===== src/rtl/prog_clock_divider.sv =====
// Multi-channel programmable clock/tick divider.
// Each channel reloads its divisor and mode at terminal count.
module prog_clock_divider #(
  parameter int CHANNELS    = 4,
  parameter int CNT_W       = 28,
  parameter int DEFAULT_DIV = 50000000,
  localparam int CH_W = (CHANNELS > 1) ? $clog2(CHANNELS) : 1
) (
  input  logic                inclk,
  input  logic                rst,
  input  logic [CHANNELS-1:0] ena,
  input  logic                load_valid,
  output logic                load_ready,
  input  logic [CH_W-1:0]     load_ch,
  input  logic [CNT_W-1:0]    load_div,
  input  logic                load_mode,
  output logic                load_err,
  output logic [CHANNELS-1:0] clk_out,
  output logic [CHANNELS-1:0] tick
);

  typedef enum logic {
    TOGGLE = 1'b0,
    TICK   = 1'b1
  } mode_t;

  localparam logic [CNT_W-1:0] DIV_RST = CNT_W'(DEFAULT_DIV);

  logic [CHANNELS-1:0] pend;
  logic                ch_bad;
  logic                pend_sel;
  logic                accept;

  assign ch_bad = 32'(load_ch) >= CHANNELS;

  always_comb begin
    pend_sel = 1'b0;
    for (int i = 0; i < CHANNELS; i++) begin
      if (load_ch == CH_W'(i)) pend_sel = pend[i];
    end
  end

  assign load_ready = ch_bad | ~pend_sel;
  assign accept     = load_valid & load_ready;

  always_ff @(posedge inclk) begin
    if (rst) load_err <= 1'b0;
    else     load_err <= accept & ch_bad;
  end

  for (genvar i = 0; i < CHANNELS; i++) begin : g_ch
    logic [CNT_W-1:0] count;
    logic [CNT_W-1:0] div_act;
    logic [CNT_W-1:0] div_pend;
    mode_t            mode_act;
    mode_t            mode_pend;
    logic             pv;
    logic             co;
    logic             tk;
    logic             sel;
    logic             term;
    logic             chg;

    assign sel  = accept & ~ch_bad & (load_ch == CH_W'(i));
    assign term = ena[i] & (count == div_act);
    assign chg  = mode_pend != mode_act;

    always_ff @(posedge inclk) begin
      if (rst) begin
        count     <= '0;
        div_act   <= DIV_RST;
        div_pend  <= DIV_RST;
        mode_act  <= TOGGLE;
        mode_pend <= TOGGLE;
        pv        <= 1'b0;
        co        <= 1'b0;
        tk        <= 1'b0;
      end else begin
        if (sel) begin
          div_pend  <= load_div;
          mode_pend <= mode_t'(load_mode);
          pv        <= 1'b1;
        end
        if (pv && (!ena[i] || term)) begin
          div_act  <= div_pend;
          mode_act <= mode_pend;
          pv       <= 1'b0;
        end
        unique case (1'b1)
          !ena[i]: begin
            count <= '0;
            co    <= 1'b0;
            tk    <= 1'b0;
          end
          term: begin
            count <= '0;
            // old setting's last edge survives unless the mode flips
            if (pv && chg) begin
              co <= 1'b0;
              tk <= 1'b0;
            end else if (mode_act == TICK) begin
              co <= 1'b0;
              tk <= 1'b1;
            end else begin
              co <= ~co;
              tk <= 1'b0;
            end
          end
          default: begin
            count <= count + CNT_W'(1);
            tk    <= 1'b0;
          end
        endcase
      end
    end

    assign pend[i]    = pv;
    assign clk_out[i] = co;
    assign tick[i]    = tk;
  end

endmodule


===== config.mk =====
export PLATFORM = sky130hd
export DESIGN_NAME = prog_clock_divider
export DESIGN_NICKNAME = d
export VERILOG_FILES = /design/src/rtl/prog_clock_divider.sv
export SDC_FILE = /design/constraint.sdc
export NUM_CORES = 1
export LEC_CHECK = 0
export CORE_ASPECT_RATIO = 1.2
export CORE_UTILIZATION = 55
export CTS_BUF_LIST = sky130_fd_sc_hd__clkbuf_2
export CTS_CLUSTER_DIAMETER = 30
export DETAILED_ROUTE_END_ITERATION = 10
export PLACE_DENSITY = 0.73
export SLEW_MARGIN = 20
export SYNTH_ARGS = -nofsm -noshare
export SYNTH_HDL_FRONTEND = slang
export SYNTH_SLANG_ARGS = --single-unit
export TNS_END_PERCENT = 5

===== constraint.sdc =====
create_clock -name inclk -period 2.46 [get_ports inclk]
set_input_delay 0.492 -clock inclk [delete_from_list [all_inputs] [get_ports inclk]]
set_output_delay 0.492 -clock inclk [all_outputs]
set_load 0.01 [all_outputs]

run_1/floorplan.png
Scale bar: 50 µm. Pins as bars on the die edge.
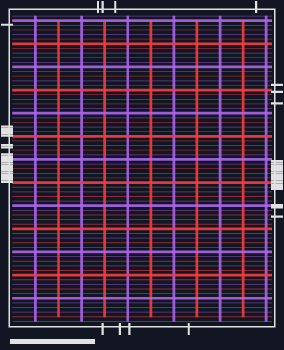
| color | net |
|---|---|
| red | VDD |
| purple | VSS |
met4 straps: 11
met1 rails: 67
signal pins: 48
die y size: 186 µm
worst ir drop on vdd: 0.311 mV
CORE AREA: 27400 µm²

run_1/class_map.png
Fill, decap, tap and diode cells in gray.
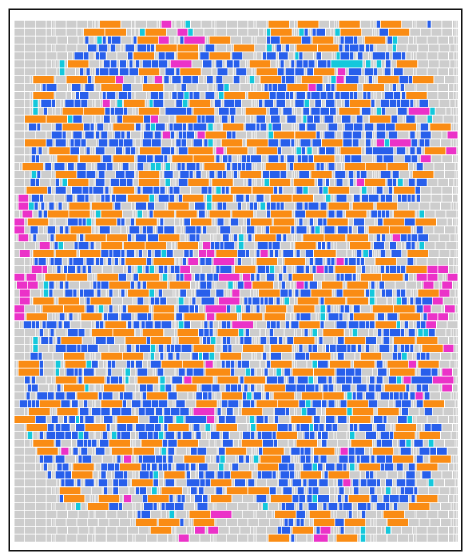
| color | class | cells | share of their area |
|---|---|---|---|
| cyan | clock drivers and dummy loads | 152 | 4.6% |
| orange | registers | 356 | 42% |
| blue | remaining logic cells | 1312 | 47% |
| magenta | remaining buffers and delay cells | 96 | 5.8% |
post-layout util: 63.3%
fraction of area in registers: 41.1%

run_1/clock_wires.png
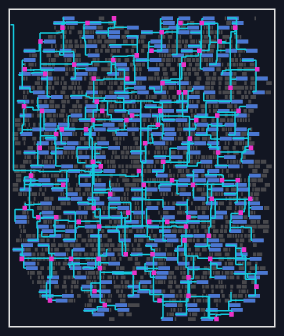
[magenta] clock-net drivers | count: 92
[blue] flip-flops | count: 356
[cyan] clock wires | length: 4590 µm
flops lie: widely spread
routed clock nets: 93
power share of the clock group: 36.8%
Clk power: 0.00383 W

==> reports/summary.txt, run 1 <==
Startpoint Class - input port
Post-Layout Cell Count - 2292
CP endpoint kind - output pin
Slew @ Worst Pin - 0.495 ns
CTS sink count - 356
Syn Nets - 1816
DR WL/cell - 15.6 µm
Yosys Warn Count - 0
Seq share, synth - 46.0%
CTS tree - yes
Flop pwr share - 56.9%
Row cnt - 66
CP top delay family - buffers and inverters
Comb/total area - 45.8%
Setup CP Type - input port to output pin
Logic Gate Count - 1302
Post-cts resize count - 17
Slew Limit Fails - 0
Hold endpoint - g_ch[1].div_pend[4]
Initial antenna violation count - 3
Adder share - 0.323%
R2R depth - 5
Die Wd - 155 µm
Most frequent logic cell in the layout - dfxtp_1
Final Hold Fails - 0
Worst hold stages - 3
Clock-cell share - 4.43%
Comb pwr share - 6.3%
Clk_skew - 0.0615 ns
# fillers - 2431
Mux share - 7.24%
Worst Path Arrival - 1.86 ns
Reg2Reg Launch Point - g_ch[1].div_act[15]
M2 GR Usage - 43.3%
Cells in synth_stat.txt - 1774
Run status - finished, final reports clean
Chip area - 28800 µm²
Met3 Resource Use GR - 6.10%
Routed WL - 35800 µm
Top non-seq family - simple AND/OR/NAND/NOR gates
==> run 1 -> run 2 <==
--- a/config.mk
+++ b/config.mk
@@ -11,6 +11,7 @@
 export CTS_CLUSTER_DIAMETER = 30
 export DETAILED_ROUTE_END_ITERATION = 10
 export PLACE_DENSITY = 0.73
+export SETUP_SLACK_MARGIN = 0.5
 export SLEW_MARGIN = 20
 export SYNTH_ARGS = -nofsm -noshare
 export SYNTH_HDL_FRONTEND = slang
==> reports/summary.txt, run 2 <==
Run status - finished, final reports clean
Worst setup endpoint - load_ready
Worst setup path startpoint - load_ch[0]
DR WL/cell - 15.8 µm
Row cnt - 66
Largest type area fraction - 46.0%
Adder share - 0.323%
Chip area - 28800 µm²
Post-layout util - 64.6%
Top non-seq family - simple AND/OR/NAND/NOR gates
CP Buf/Inv Count - 3
Most frequent logic cell in the layout - dfxtp_1
Worst hold stages - 3
Routed WL - 36600 µm
Top_reg_cell synth - dfxtp_1
Met3 Resource Use GR - 6.15%
Setup CP Type - input port to output pin
Vias in the first global route - 11800
Register area - 7180 µm²
Simple-Gate Area Share - 27.5%
Avg Cell Area, Syn - 8.73 µm²
Post-cts resize count - 57
Startpoint Class - input port
CORE AREA - 27400 µm²
Int Power - 0.00765 W
Cells in synth_stat.txt - 1774
Flop pwr share - 56.7%
Yosys Warn Count - 0
Starting Density - 56.5%
Initial antenna violation count - 3
Worst path required time - 1.97 ns
Worst path cell trace - clkdlybuf4s50_1 > nor2b_4 > o21ai_1 > o21ai_1 > buf_4 > buf_6
CP top delay family - buffers and inverters
Min-Delay Path Class - input port to flop
Crit. path cell count - 6
Placed insts - 2134
Worst Path Arrival - 1.86 ns
Fin area - 17700 µm²
Hold endpoint - g_ch[1].div_pend[4]
Seq group - 0.00592 W
Buffer share of cell area - 6.63%
Final GP Congestion - 0.804
Comb pwr share - 6.5%
Clock-cell share - 4.34%
Mux share - 7.24%
Mapped cell area - 15500 µm²
CP endpoint kind - output pin
Syn Inst Count - 1774
Largest regs - g_ch.count x112, g_ch.div_act x112, g_ch.div_pend x112
Seq share, synth - 46.0%
Fraction of area in registers - 40.5%
Syn Nets - 1816
Met1 Wirelength - 15900 µm
Power Combinational - 0.000675 W
Synth Area in Compound Gates - 3.78%
Maximum clock rate - 0.426 GHz
Highest-count cells in the layout ignoring fill and taps - dfxtp_1 (325), nand2_1 (263), nor2_1 (217), xor2_1 (177), nand2b_1 (137)
R2R depth - 7
# fillers - 2378
Slew @ Worst Pin - 0.506 ns
Nets - 1918
Slew headroom - 66.0%
Post-synth top cells - dfxtp_1 (356), nand2_1 (263), nor2_1 (218)
P_sw - 0.00279 W
Logic Gate Count - 1302
CTS tree - yes
TAP cells - 374
CTS sink count - 356
Tmin final - 2.35 ns
Post-Layout Cell Count - 2310
Comb/total area - 45.6%
M2 GR Usage - 43.6%
Final Hold Fails - 0
Reg2Reg Launch Point - g_ch[2].div_act[3]
Hold path start - load_div[4]
Power share of the clock group - 36.8%
Maxcap violations - 0
Slew Limit Fails - 0
run_2/floorplan.png
Scale bar: 50 µm. Pins as bars on the die edge.
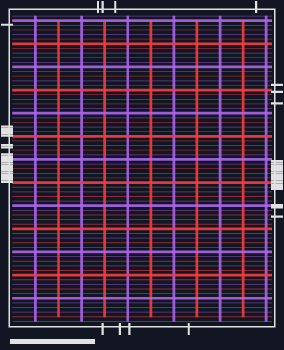
| color | net |
|---|---|
| red | VDD |
| purple | VSS |
signal pins: 48
rows: 66
met5 straps: 13
met4 straps: 11
worst ir drop on vdd: 0.312 mV
Die Wd: 155 µm

run_2/clock_wires.png
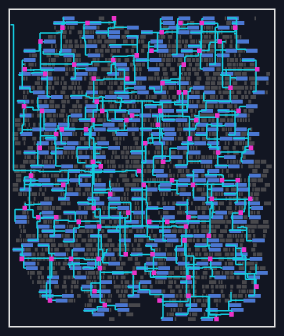
[blue] flip-flops | count: 356
[cyan] clock wires | length: 4610 µm
[magenta] clock-net drivers | count: 92
flops lie: widely spread
clk_skew: 0.0603 ns
worst-skew pair later-pin latency: 0.91 ns
Clk power: 0.00384 W

Power figures rest on the tool's default switching activity, not on a simulated workload.
